Fig. 1: metal 2
(1 px per micron)
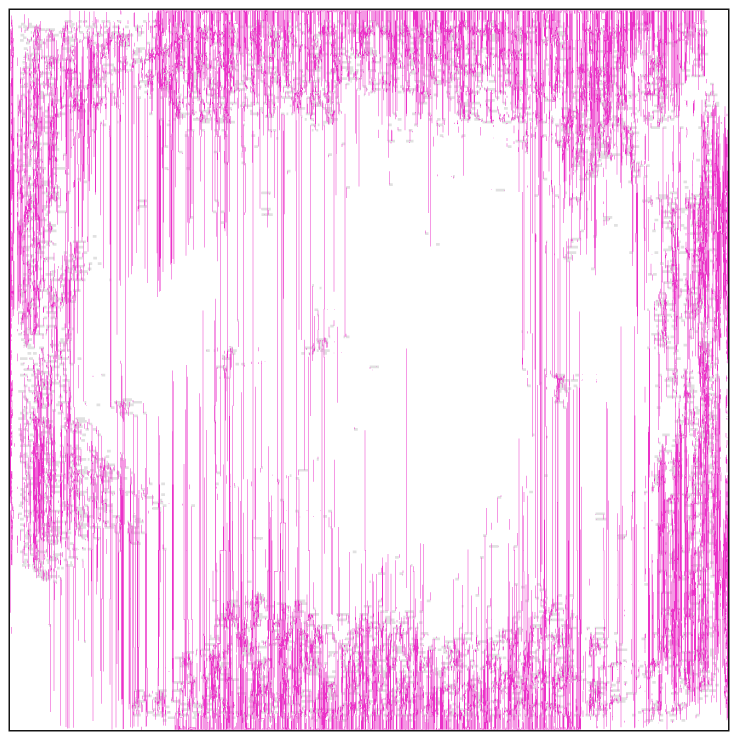
Fig. 2: wires at chosen ports, followed through buffers
(1 px per micron)
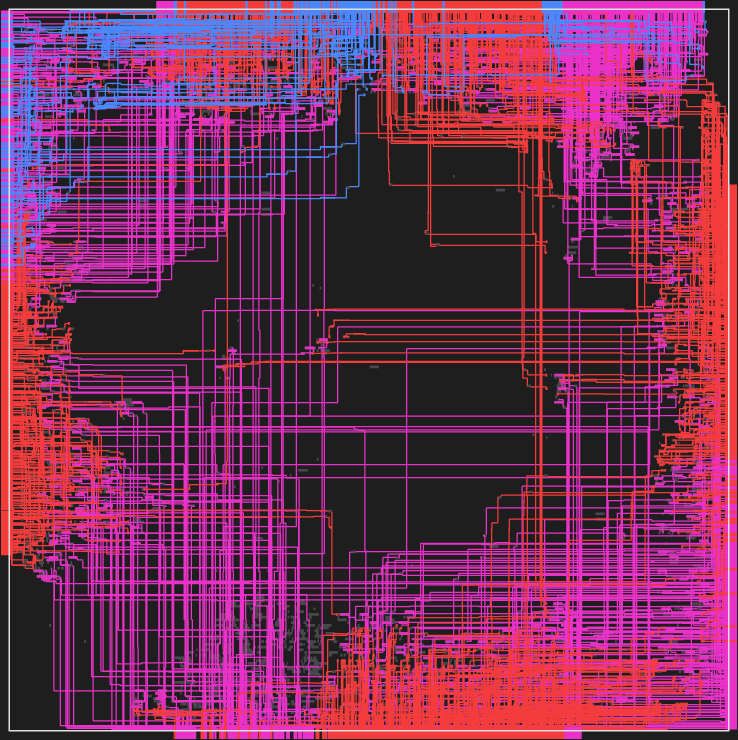
==> config.mk <==
export PLATFORM = sky130hd
export DESIGN_NAME = ccip_c1_tx_arbiter
export DESIGN_NICKNAME = d
export VERILOG_FILES = /design/src/rtl/ccip_c1_tx_arbiter.sv
export SDC_FILE = /design/constraint.sdc
export NUM_CORES = 2
export LEC_CHECK = 0
export ABC_AREA = 1
export CORE_AREA = 8 8 710 712
export CTS_CLUSTER_DIAMETER = 50
export DETAILED_ROUTE_END_ITERATION = 10
export DIE_AREA = 0 0 718 720
export GPL_TIMING_DRIVEN = 0
export PLACE_DENSITY = 0.31
export SYNTH_ARGS = -nofsm -noshare
export SYNTH_HDL_FRONTEND = slang
export SYNTH_SLANG_ARGS = --single-unit
==> constraint.sdc <==
create_clock -name i_clk -period 33.6 [get_ports i_clk]
set_input_delay 10.08 -clock i_clk [delete_from_list [all_inputs] [get_ports i_clk]]
set_output_delay 10.08 -clock i_clk [all_outputs]
set_load 0.05 [all_outputs]
==> qor.txt <==
NonClk Buf Share: 0.3142
Synth Instances: 3,678
final instance area: 0.06276 sq mm
WL final: 448,000 microns
VDD IR max: 59.06 uV
post-cts sizing count: 0
DR top layer: met5
CTS sink count: 654
sequential cells: 654
gr ovfl total: 0
worst hold path depth: 1
Post-Layout Cell Count: 12,400
top-count cell post-synth: nand2_1
post-detail-place hpwl: 401,800 microns
WL/cell: 36.13 microns
max FFs per register: 593
floorplan utilization: 0.06058
area of placed instances: 0.05642 sq mm
register area: 0.01637 sq mm
tally of max-capacitance violations: 0
top cells by count, synth: nand2_1 (1,354), nor2_1 (657), dfrtp_1 (654)
initial antenna violation count: 232
Worst Skew: 33.05 ps
htree depth: 4
CTS tree: yes
first-pass GRT wire length: 541,200 microns
register share after synthesis: 0.5487
cells on worst reg2reg path: 7
met2 wire len: 205,800 microns
CTS Buf Count: 174
Non-CTS inverters: 37
number of logic gates: 2,717
Dominant Register Cell: dfrtp_1
die height: 720 microns
Final min period: 22,210 ps
cell type with the largest total area after synthesis: dfrtp_1
DRC Markers: 0
status: completed
Area Growth Syn to Fin: 110.4%
Well Taps: 6,500
Max Freq: 0.04503 GHz
number of cell rows: 258
Clk pin slew, worst setup/hold paths: 40 ps
CTS Root Cell: clkbuf_16
Synth async-reset ratio: 1.000
Vias/cell: 3.119
Combinational Area: 0.01205 sq mm
Final Cycle Share: 0.6610
cts hold-fix bufs: 0
Area contributors post-synth: dfrtp_1 (55%), nand2_1 (17%), a31oi_1 (12%), nor2_1 (8.3%), buf_2 (2.6%)
r2r setup slk: 29,870 ps
clock latency on the worst-skew pair: 840 ps
Back to the opening pictures, Fig. 1:
longest straight run: 496 microns
nets with wire on the layer: 6,073
share of all routed wire: 46%
main direction: vertical
wire length on this layer: 206 mm
GR Layer Usage met2: 0.2719
vias: 38,680

Back to the opening pictures, Fig. 2:
| port | color | bits | direction | edge | end cells | buffers | wire |
|---|---|---|---|---|---|---|---|
| `o_sTx_c1` | magenta | 593 | output | 176 right, 173 top, 129 left, 115 bottom | 593 | 593 | 164 mm |
| `i_req_data` | red | 1,024 | input | 322 top, 268 bottom, 224 right, 210 left | 1,024 | 1,024 | 109 mm |
| `i_req_hdr` | blue | 160 | input | 100 top, 60 left | 160 | 160 | 24.0 mm |
number of port buffers: 1,836
top-level port count: 1,837

## cells by family after synthesis
| group | count (synthesis) | share of synthesized area |
|---|---|---|
| compound gates | 610 | 0.1277 |
| flops | 654 | 0.5487 |
| fa+ha+maj | 6 | 0.002517 |
| xor+xnor | 34 | 0.009984 |
| buf+inv | 307 | 0.04711 |
| simple gates | 2067 | 0.2639 |
## power breakdown
group | switching [mW] | total, mW | leakage, nW | internal, mW
Sequential | 0.351 | 1.51 | 7.38 | 1.16
Clock | 0.604 | 1.82 | 2.98 | 1.21
Combinational | 3.42 | 4.48 | 13.5 | 1.06
## worst max-delay path, stage by stage
cell and delay (ps):
clkdlybuf4s50_1 480, nor2_2 260, inv_1 160, nor2_1 270, clkdlybuf4s50_1 870
## placed cells by master (no fill, tap or decap), types with 3 or more instances in the layout
cell             count
clkdlybuf4s50_1   1806
nand2_1           1354
nor2_1             657
dfrtp_1            654
a31oi_1            592
buf_2              187
clkbuf_16          177
clkbuf_1           119
diode_2             67
inv_1               34
clkbuf_8            32
nand3_1             29
bufinv_16           24
xor2_1              22
clkinv_2            21
clkinvlp_4          17
xnor2_1             12
clkinv_4            10
nor3_1               9
nand4_1              9
buf_16               8
buf_4                7
o21ai_0              6
ha_1                 6
buf_6                4
clkinv_16            4
clkbuf_2             3
o22ai_1              3
a21oi_1              3
## layer usage
layer | track usage | vias up
li1 | - | 16420
met1 | 0.1855 | 19400
met2 | 0.2719 | 2211
met3 | 0.09216 | 533
met4 | 0.04132 | 114
met5 | 0 | -
## through the flow
stage	TNS, ps	util	hold WS [ps]	worst slack, ps
final	0	0.1275	500.9	11390
after global routing	0	0.1272	532.3	11310
after CTS	0	0.1271	500.3	11320
after detailed placement	0	0.1146	495.0	11320
after global placement	-5252040	0.1144	479.9	-8526
after floorplan	0	-	453.4	5194
Power figures rest on the tool's default switching activity, not on a simulated workload.
